==> src/rtl/gen_tm.sv <==
// Time-mark window generator: a start edge arms the block, the next ce tick
// opens Tm, and Tm stays high for exactly TM_LEN ce ticks.
module gen_tm #(
    parameter int unsigned TM_LEN = 1000,
    parameter int unsigned CNT_W  = $clog2(TM_LEN + 1)
) (
    input  logic clk,
    input  logic rst_n,
    input  logic st,
    input  logic ce,
    output logic Tm
);

    typedef enum logic [1:0] {
        IDLE,
        ARM,
        ACTIVE
    } state_t;

    localparam logic [CNT_W-1:0] CNT_LAST = CNT_W'(TM_LEN - 1);

    state_t           state_q, state_d;
    logic [CNT_W-1:0] cnt_q, cnt_d;
    logic             st_q, st_d;
    logic             tm_q, tm_d;
    logic             st_edge;

    // st_q resets to 0, so st held high through reset release is an edge
    always_comb begin
        st_d    = st;
        st_edge = st & ~st_q;
    end

    always_comb begin
        state_d = state_q;
        cnt_d   = cnt_q;
        tm_d    = tm_q;
        unique case (state_q)
            IDLE: begin
                tm_d  = 1'b0;
                cnt_d = '0;
                if (st_edge) begin
                    state_d = ARM;
                end
            end
            ARM: begin
                if (ce) begin
                    state_d = ACTIVE;
                    tm_d    = 1'b1;
                    cnt_d   = '0;
                end
            end
            ACTIVE: begin
                if (ce) begin
                    if (cnt_q == CNT_LAST) begin
                        state_d = IDLE;
                        tm_d    = 1'b0;
                        cnt_d   = '0;
                    end else begin
                        cnt_d = cnt_q + CNT_W'(1);
                    end
                end
            end
            default: begin
                state_d = IDLE;
                tm_d    = 1'b0;
                cnt_d   = '0;
            end
        endcase
    end

    always_ff @(posedge clk or negedge rst_n) begin
        if (!rst_n) begin
            state_q <= IDLE;
            cnt_q   <= '0;
            st_q    <= 1'b0;
            tm_q    <= 1'b0;
        end else begin
            state_q <= state_d;
            cnt_q   <= cnt_d;
            st_q    <= st_d;
            tm_q    <= tm_d;
        end
    end

    assign Tm = tm_q;

endmodule

==> config.mk <==
export PLATFORM = sky130hd
export DESIGN_NAME = gen_tm
export DESIGN_NICKNAME = d
export VERILOG_FILES = /design/src/rtl/gen_tm.sv
export SDC_FILE = /design/constraint.sdc
export NUM_CORES = 1
export LEC_CHECK = 0
export CAP_MARGIN = 10
export CORE_ASPECT_RATIO = 0.8
export CORE_MARGIN = 2
export CORE_UTILIZATION = 40
export DETAILED_ROUTE_END_ITERATION = 8
export DONT_BUFFER_PORTS = 1
export PLACE_DENSITY = 0.6
export SLEW_MARGIN = 10
export SYNTH_ARGS = -nofsm -noshare
export SYNTH_HDL_FRONTEND = slang
export SYNTH_SLANG_ARGS = --single-unit
==> constraint.sdc <==
create_clock -name clk -period 3.4 [get_ports clk]
set_clock_uncertainty 0.15 [all_clocks]
set_input_delay 0.85 -clock clk [delete_from_list [all_inputs] [get_ports clk]]
set_output_delay 0.85 -clock clk [all_outputs]
set_load 0.01 [all_outputs]
Figure 1. Clock network drawn from the DEF (run 1).
Drawn at 4 px/µm.
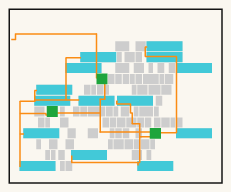
[clock wires] orange | length: 211 µm
[flip-flops] cyan | count: 14
[clock drivers] green | count: 3
routed clock nets: 4
clock insertion delay at the later pin of the skew report: 290 ps
proportion of power drawn by the clock network: 0.245
power in the clock group: 0.0945 mW

Figure 2. Local utilization (run 1).
Drawn at 8 px/µm. The die is cut into 11 by 9 equal tiles; black is low, pale yellow is high, 0 to 100% covered.
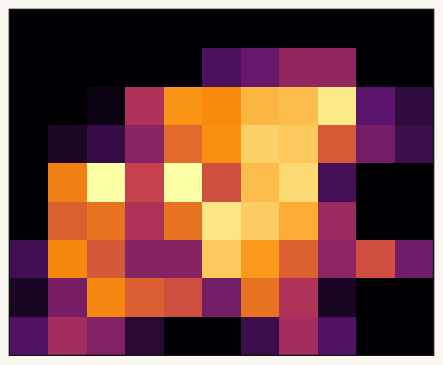
mean over tiles: 34%
tiles over 75% full: 16%
densest ninth of the die: middle
emptiest ninth of the die: top left

Figure 3. Metal layers overlaid (run 1).
Drawn at 4 px/µm.
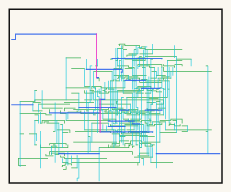
| layer | colour | wire length |
|---|---|---|
| metal 4 | magenta | 19.0 µm |
| metal 2 | cyan | 697 µm |
| metal 3 | blue | 141 µm |
| metal 1 | green | 720 µm |

==> run notes, run 1 <==
Synthesis and place-and-route results.

- The first global-routing pass estimated 2830 µm of wire.
- The peak fanout along the critical path is 7.
- The count of fill cells added during filler insertion is 176.
- The number of max-cap violations is 0.
- The chip width is 52.8 µm.
- After synthesis, the largest family of logic cells by area is simple AND/OR/NAND/NOR gates.
- The run finished with clean final reports.
- The layout stage reports a final design area of 812 µm².
- At the end of routability-driven placement, the weighted congestion stood at 0.918.
- cnt_q holds more flip-flops than any other register.
- Tracing the worst setup path back leads to its startpoint at cnt_q[0].
- There are 14 flip-flops and latches.
- The post-route minimum period is about 1800 ps.
- The synthesis log from Yosys contains 0 warnings.
- CTS added clock buffers totalling 3.
- The number of nets at floorplan is 93.
- Per the synthesis report, the number of distinct cell types is 28.
- The leakage power is roughly 0.32 nW.
- The final-layout non-clock buffer area share is 0.
- Checking max transition, the worst relative margin is 0.610.
- Sorting the synthesized cells by area gives the leading types as sky130_fd_sc_hd__dfrtp_1, sky130_fd_sc_hd__nand3_1, sky130_fd_sc_hd__nand2_1.
- The global-route track usage on met1 is 0.253.
- The via density per instance is roughly 5.7.
- The areal power density over the cells is roughly 470 nW/µm².
- The capturing instance or port of the critical path is cnt_q[6].
- The overall track demand over capacity in global routing is 0.175.
- Counting both buffers and inverters, the worst setup path holds a total of 0.
- After clock tree synthesis, the repair step resized 0 gates.
- The net count of the finished layout is 97.
- The cell total after placement is 111.
- The flip-flop and latch count after synthesis is 14.
- The overall chip area is 2280 µm².
- The global routing usage on met2 is 0.223.
- In the finished design, the share of the clock period the worst path needs comes to 0.525.
- The total cell area at the placement stage is just under 800 µm².
- The sum of overflow across all layers after global routing is 0.
- After layout, the buffer instance count without clock buffers stands at 0.
- The number of standard cells in the final layout excluding fillers is 114.
- The number of rows in the core area is 14.
- In this run, the synthesized area fraction spent on AND-OR/OR-AND gates is recorded as 0.170.
- The endpoint identified for the worst register-to-register timing path is cnt_q[6].
- The maximum clock path buffer count is 2.
- The met1 routed wirelength after detailed routing is 720 µm.
- The routing usage on met3 is 0.0810.
- The registers reported with the highest flop counts are cnt_q x10, state_q x2.
- Per the synthesis report, the simple-gate share of the synthesized area is 0.330.
- The critical path launch point type is a register.
- Of the post-synthesis cell area, the dominant cell type holds 0.459.
- The required time at the worst endpoint is listed as 3420 ps.
- The fraction of layout instances using a drive strength above 1 is 0.0889.
- The register share after synthesis is 0.459.
- Across all stage logs, warnings added up to 26.
- Per the layout area report, the register area comes to 350 µm².
- Setup repair after global routing left no endpoint under its margin.
- The endpoint arrival time on the critical path is roughly 1800 ps.
- The post-CTS setup buffer count is 0.
- The power report attributes to the combinational group a share of 0.218.
- The proportion of cell area spent on the clock network is 0.0277.
- The final number of max-transition violations is 0.
- Of all cell types, the one taking the most synthesized area is sky130_fd_sc_hd__dfrtp_1.
- The sequential group power is slightly above 0.2 mW.
## Run 2: what changed since run 1
==> constraint.sdc (replaced) <==
create_clock -name clk -period 1.7 [get_ports clk]
set_clock_uncertainty 0.15 [all_clocks]
set_input_delay 0.425 -clock clk [delete_from_list [all_inputs] [get_ports clk]]
set_output_delay 0.425 -clock clk [all_outputs]
set_load 0.01 [all_outputs]
Figure 4. Metal layers overlaid (run 2).
Drawn at 4 px/µm.
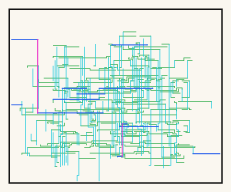
| layer | colour | wire length |
|---|---|---|
| metal 2 | cyan | 824 µm |
| metal 4 | magenta | 26.5 µm |
| metal 1 | green | 859 µm |
| metal 3 | blue | 90.4 µm |
total routing resource utilization after global routing: 0.196
Routed WL per cell: 14.0 µm

Figure 5. Placement by cell class (run 2).
Drawn at 4 px/µm.
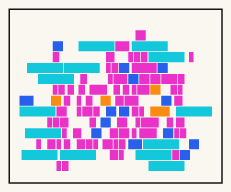
| class | colour | cells |
|---|---|---|
| clock drivers and dummy loads | orange | 4 |
| other buffers and delay cells | blue | 14 |
| combinational and other logic | magenta | 73 |
| flops | cyan | 14 |

==> run notes, run 2 <==
Synthesis and place-and-route results.

- The run finished with clean final reports.
- Looking at the global route congestion table, the highest-usage layer is met1.
- The summed area of non-filler cells in the final layout is 958 µm².
- The iteration count recorded for the first detailed-route pass is 4.
- The number of antenna violations at the first check in global routing is 0.
- The highest clock rate this design can be run at is around 590 MHz.
- The post-cts hold buffer count is 1.
- Looking at the clock tree report, the H-tree level count equals 1.
- Per the slew report, the remaining headroom to the max-slew limit stands at 0.578.
- The sum of overflow across all layers after global routing is 0.
- 69 cells are multi-input combinational gates.
- The design has 14 sequential cells.
- The final timing summary puts the cycle share of the worst path at 0.994.
- The multiplexer share of the synthesized area is 0.
- Sorting the synthesized cells by how often they occur yields sky130_fd_sc_hd__dfrtp_1, sky130_fd_sc_hd__nand2_1, sky130_fd_sc_hd__nand3_1.
- The pin count of the biggest net entering global routing is 15.
- The fraction of layout instances using a drive strength above 1 is 0.229.
- The pin closest to its max-slew limit shows a slew of 630 ps.
- Per the synthesis report, the AND-OR/OR-AND share of the synthesized area is 0.170.
- The top flip-flop cell by instance count after synthesis is sky130_fd_sc_hd__dfrtp_1.
- The number of clock sinks seen by CTS is 14.
- Counting the fill cells in the layout gives 174.
- Following the worst setup path forward leads to its endpoint at cnt_q[9].
- Dividing total power by cell area gives a power density of between 900 and 1000 nW/µm².
- The number of clock buffers in the layout is 4.
- Logic depth along the worst register-to-register path is recorded as 4.
- The later-pin clock latency in the skew report is 280 ps.
- The largest register by flop count is cnt_q.
- The maximum clock path buffer count is 2.
- The end of the worst register-to-register path is cnt_q[9].
- The worst setup path is captured at a register.
- Synthesis produced a netlist with a net count of 93.
- The critical path launch point type is a register.
- Per the layout area report, the combinational fraction of cell area is 0.435.
- The global-route track usage on met1 is 0.275.
- During I/O placement, the number of pins put on the boundary was 5.
- Measured along the x axis, the die boundary spans 52.8 µm.
- The via count of the first global-routing pass is roughly 700.
- The power group with the largest share is registers.
- The leakage power is 0.414 nW.
- The inverter count of the layout excluding clock inverters is 4.
- The average cell area after synthesis is between 8 and 9 µm².
- Per the run summary, max-cap violations total 0.
- The required time at the worst-slack endpoint is roughly 1800 ps.
- The final core utilization is 0.521.
- Relative to the synthesized area, the layout overhead comes to 25.6%.
- The share of total power dissipated in sequential elements is 0.470.
- The final timing report lists a hold violation count of 0.
- The non-clock buffer count in the final layout is 14.
- Power attributed to the clock group is roughly 0.24 mW.
- The synthesis report gives the async set-or-reset register share as 1.00.
- By area the synthesized netlist is led by sky130_fd_sc_hd__dfrtp_1, sky130_fd_sc_hd__nand3_1, sky130_fd_sc_hd__nand2_1.
- The highest metal layer with signal wires is met4.
- The routed length on met3 is around 90 µm.
- The cell-internal power is just under 0.6 mW.
- Grouping stages by cell kind, the critical path spends the most delay in simple AND/OR/NAND/NOR gates.
- The flip-flop and latch count after synthesis is 14.
- The overall chip area is about 2300 µm².
- The fraction of final cell area spent on non-clock buffers in this run is 0.115.
- The HPWL reported at the end of detailed placement is 1280 µm.
- The share of synthesized area in the top cell type comes to 0.459.
- Across the whole layout, storage elements account for around 350 µm².
- The end of the worst hold path is state_q[1].
- Along the worst path, the maximum fanout reaches 5.
- The net count of the finished layout is between 100 and 150.
- The critical path depth in cells is 4.
- Power attributed to sequential cells is 0.413 mW.
- The clock buffer count from CTS is 3.
- The gate count of the mapped netlist is 88.
- The total cell area at the placement stage is 872 µm².
- The final routed DRC violation total is 0.
- For this design, the slowest cell found on the critical path is sky130_fd_sc_hd__or4_4.
- The switching component of the power is between 0.2 and 0.3 mW.
- The share of the Yosys chip area taken by registers is 0.459.
- For this run, global-route usage on met3 was measured as 0.0810.
- The last weighted congestion value of the routability-driven placer is 0.832.
- The final-layout setup total negative slack is 0 ps.
- The final-report setup violation count is 0.
- The most critical min-delay path falls under in2reg.
- The post-route minimum period is 1690 ps.
- Per the placement log, port buffering inserted 0 buffers.
- The detail route stage leaves a number of antenna-violating nets equal to 0.
- The registers reported with the highest flop counts are cnt_q x10, state_q x2.
- The number of flops mapped to enable cells by yosys is 0.
- The flip-flop count of the largest register after layout is 10.
- After detailed routing, the number of vias per cell comes to 5.43.
- The overall power is 0.880 mW.
- The number of standard cells in the final layout excluding fillers is 129.
- The power report lists the combinational group at between 0.2 and 0.25 mW.
- In the layout the commonest cells are sky130_fd_sc_hd__dfrtp_1, sky130_fd_sc_hd__nand2_1, sky130_fd_sc_hd__nand3_1, sky130_fd_sc_hd__buf_4, sky130_fd_sc_hd__o21ai_0.
- The proportion of cell area spent on the clock network is 0.0379.
- The hold-critical path depth is 2.
- The number of distinct standard cells referenced by the synthesized netlist is 28.
- On the critical path the data arrives at 1760 ps.
- The clock-pin slew on the worst setup and hold paths is 80 ps.
- The launch point of the critical path was reported as cnt_q[4].
- The largest area contributor in the synthesized netlist is sky130_fd_sc_hd__dfrtp_1.
- The dominant kind of cell is multi-input combinational cells.
- The longest incremental delay of any stage on the critical path is reported as slightly below 500 ps.
- In this run the post-CTS setup repair buffer count came out at 1.
- The clock root buffer is sky130_fd_sc_hd__clkbuf_4.
- The core region is about 1800 µm².
- The share of synthesized cell area in and, or, nand and nor gates is 0.330.
- In the post-route analysis, the smallest setup slack over all paths is 10.9 ps.
- The floorplan step set the die height to 43.1 µm.
- Walking the worst path, the cells encountered are nand3_2, or4_4, or3_1, nand3_1.
- Summing over every cut layer, the via total after detailed routing is 700.
- Setup repair after global routing could not meet its margin everywhere.
- The power report attributes to the clock group a share of 0.270.
- The first global-routing pass estimated 3170 µm of wire.
- The buffer-and-inverter tally for the worst setup path is 0.
- For reference, the placement row count at floorplan is 14.
- The global routing usage on met2 is 0.260.
- The synthesis report lists the Yosys warning total as 0.
- The synthesized-area fraction occupied by xor and xnor cells is 0.
- The switching share of power is 0.326.
- The tool warning count is 27.
- The met1 routed wirelength after detailed routing is about 860 µm.
- For the worst reg-to-reg path, the startpoint reported by OpenROAD is cnt_q[4].
- The final hold slack is 122 ps.
- The number of instances resized during post-cts repair is 0.
- The power report attributes to the combinational group a share of 0.260.
- The cell total after placement is 122.
- Of the combinational cells, the family taking the most area is simple AND/OR/NAND/NOR gates.
- Leaving out buffers and inverters, the combinational logic in the layout accounts for approximately 420 µm².
- During tapcell insertion the tool placed 24 well taps.
- The final number of max-transition violations is 0.
## Run 3: what changed since run 2
--- a/config.mk
+++ b/config.mk
@@ -9,6 +9,7 @@
 export CORE_ASPECT_RATIO = 0.8
 export CORE_MARGIN = 2
 export CORE_UTILIZATION = 40
+export CTS_CLUSTER_DIAMETER = 60
 export DETAILED_ROUTE_END_ITERATION = 8
 export DONT_BUFFER_PORTS = 1
 export PLACE_DENSITY = 0.6
Figure 6. Clock network drawn from the DEF (run 3).
Drawn at 4 px/µm.
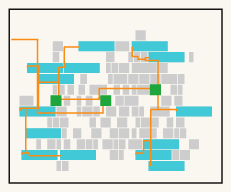
[flip-flops] cyan | count: 14
[clock drivers] green | count: 3
[clock wires] orange | length: 191 µm
routed clock nets: 4

Figure 7. Local utilization (run 3).
Drawn at 8 px/µm. The die is cut into 11 by 9 equal tiles; black is low, pale yellow is high, 0 to 100% covered.
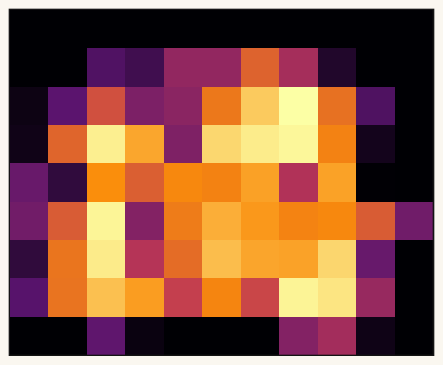
tiles over 75% full: 22%
mean over tiles: 41%
densest ninth of the die: middle
nearly empty tiles: 27%
share of the core filled with cells in the final layout: 0.521
share of the core filled by cells before placement: 0.415
area of the core: 1840 µm²

==> run notes, run 3 <==
Synthesis and place-and-route results.

- The clock buffer count from CTS is 3.
- The largest part of the power goes to registers.
- The number of standard cells in the final layout excluding fillers is between 100 and 150.
- The critical path contains buffers and inverters numbering 0 combined.
- The number of clock sinks seen by CTS is 14.
- The routing usage on met3 is 0.0810.
- The OpenROAD report gives the critical path a required time of 1770 ps.
- The end of the worst hold path is state_q[1].
- Entering global routing, the biggest net connects 15 pins.
- The wire length of the first global-routing pass is roughly 3200 µm.
- The number of rows in the core area is 14.
- The class of the worst hold path is in2reg.
- Buffers added to address setup during post-CTS repair amount to 1.
- The combinational group share of total power is 0.260.
- Nets still carrying antenna violations after routing amount to 0.
- The layout summary lists the proportion of cells stronger than drive strength 1 as 0.229.
- The worst setup slack after layout is 10.9 ps.
- The dominant kind of cell is multi-input combinational cells.
- The flip-flop count of the largest register after layout is 10.
- The number of warnings printed during yosys synthesis is 0.
- The number of tapcells is 24.
- The clock distribution power is 0.238 mW.
- The final report lists the setup-violating endpoint count as 0.
- On met2, the global router reports a usage of 0.260.
- The met1 routed wirelength after detailed routing is approximately 860 µm.
- The cell with the largest stage delay on the worst path is sky130_fd_sc_hd__or4_4.
- The overall power is 0.880 mW.
- The non-clock buffer count in the final layout is 14.
- CTS built an H-tree with a depth of 1.
- The area share of and-or/or-and cells after synthesis is 0.170.
- The final layout report lists a clock buffer count of 4.
- The area taken by multi-input combinational cells is reported as approximately 420 µm².
- The number of distinct standard cells referenced by the synthesized netlist is 28.
- Looking at the worst setup and hold paths, the clock pins of their registers show a slew of 80 ps.
- The post-cts hold buffer count is 1.
- The number of nets at floorplan is a little over 90.
- The area fraction of the largest cell type after synthesis is 0.459.
- Measured against the total synthesized area, the mux share comes to 0.
- The fraction of registers with async set or reset after synthesis is 1.00.
- Clock latency on the worst-skew pair, taken at its later pin, is between 200 and 300 ps.
- Dividing total power by cell area gives a power density of 918 nW/µm².
- The highest metal layer with signal wires is met4.
- According to the floorplan report, the die height is approximately 43 µm.
- The clock root buffer is sky130_fd_sc_hd__clkbuf_4.
- The clock passes through at most 2 buffers.
- Internal power comes to 0.593 mW.
- The sequential cell fraction of total power is 0.470.
- Listed in order, past its start point the critical path passes nand3_2, or4_4, or3_1, nand3_1.
- On the final layout, the worst hold slack is 122 ps.
- The worst setup path is launched from a register.
- The number of placed instances, taps included, is 122.
- The leakage power is 0.414 nW.
- Of the total power, the clock network draws 0.270.
- At the end of the flow, the number of nets in the layout was 111.
- For this run, global-route usage on met1 was measured as 0.275.
- The final-layout setup total negative slack is 0 ps.
- Counting flops with a built-in enable in the synthesized netlist gives 0.
- The startpoint of the worst setup timing path is cnt_q[4].
- Using the TritonRoute via totals, the vias-per-cell ratio works out to approximately 5.4.
- In this run the horizontal extent of the chip is 52.8 µm.
- The detailed-route wire length per cell is 14.0 µm.
- The HPWL reported at the end of detailed placement is 1280 µm.
- The final layout report lists a non-clock inverter count of 4.
- The depth of the most critical reg-to-reg path is 4.
- Per Yosys stat, the portion of area used by sequential elements is 0.459.
- The final timing report lists a max-slew violation count of 0.
- Of all the cell area in the finished design, non-clock buffers hold 0.115.
- The number of max-cap violations is 0.
- Data arrives at the worst endpoint at 1760 ps.
- OpenROAD emitted warnings numbering 27.
- The layout report lists the combined flip-flop and latch area as 350 µm².
- The run finished with clean final reports.
- Per STA, the worst path accumulates the most delay in the family simple AND/OR/NAND/NOR gates.
- Per the detail_route report, DRC violations left total 0.
- The number of sequential storage elements is 14.
- After detailed placement, the total cell area comes to 872 µm².
- The switching component of the power is approximately 0.29 mW.
- The clock period could shrink to 1690 ps.
- The largest registers in the layout are cnt_q x10, state_q x2.
- The main area contributors are sky130_fd_sc_hd__dfrtp_1, sky130_fd_sc_hd__nand3_1, sky130_fd_sc_hd__nand2_1.
- The critical path depth in cells is 4.
- The area added between synthesis and finish is 25.6%.
- The top flip-flop cell by instance count after synthesis is sky130_fd_sc_hd__dfrtp_1.
- The overall track demand over capacity in global routing is 0.196.
- The kind of end point of the critical path is a register.
- Once synthesis finished, the tally of register bits stood at 14.
- Setup repair after global routing could not meet its margin everywhere.
- The number of instances resized during post-cts repair is 0.
- The startpoint of the worst-slack reg-to-reg timing path is cnt_q[4].
- Recorded from the global router log, the overflow total was 0.
- The register with the most flip-flops in the final layout is cnt_q.
- The worst slew margin relative to its limit is 0.578.
- The summed area of non-filler cells in the final layout is 958 µm².
- The sequential group power is 0.413 mW.
- sky130_fd_sc_hd__dfrtp_1 takes more of the synthesized area than any other cell.

==> screenshots <==
Clock nets.
picture 1
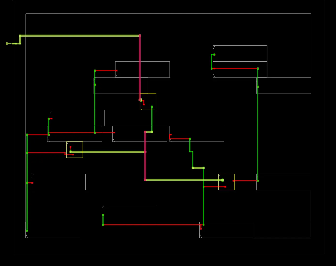
picture 2
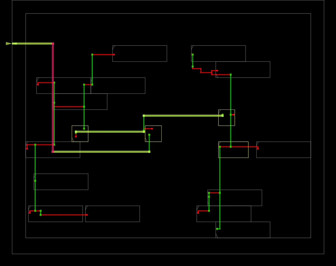
- picture 1 = run 1
- picture 2 = run 2

No activity file was given, so power comes from the tool's default toggle rates.
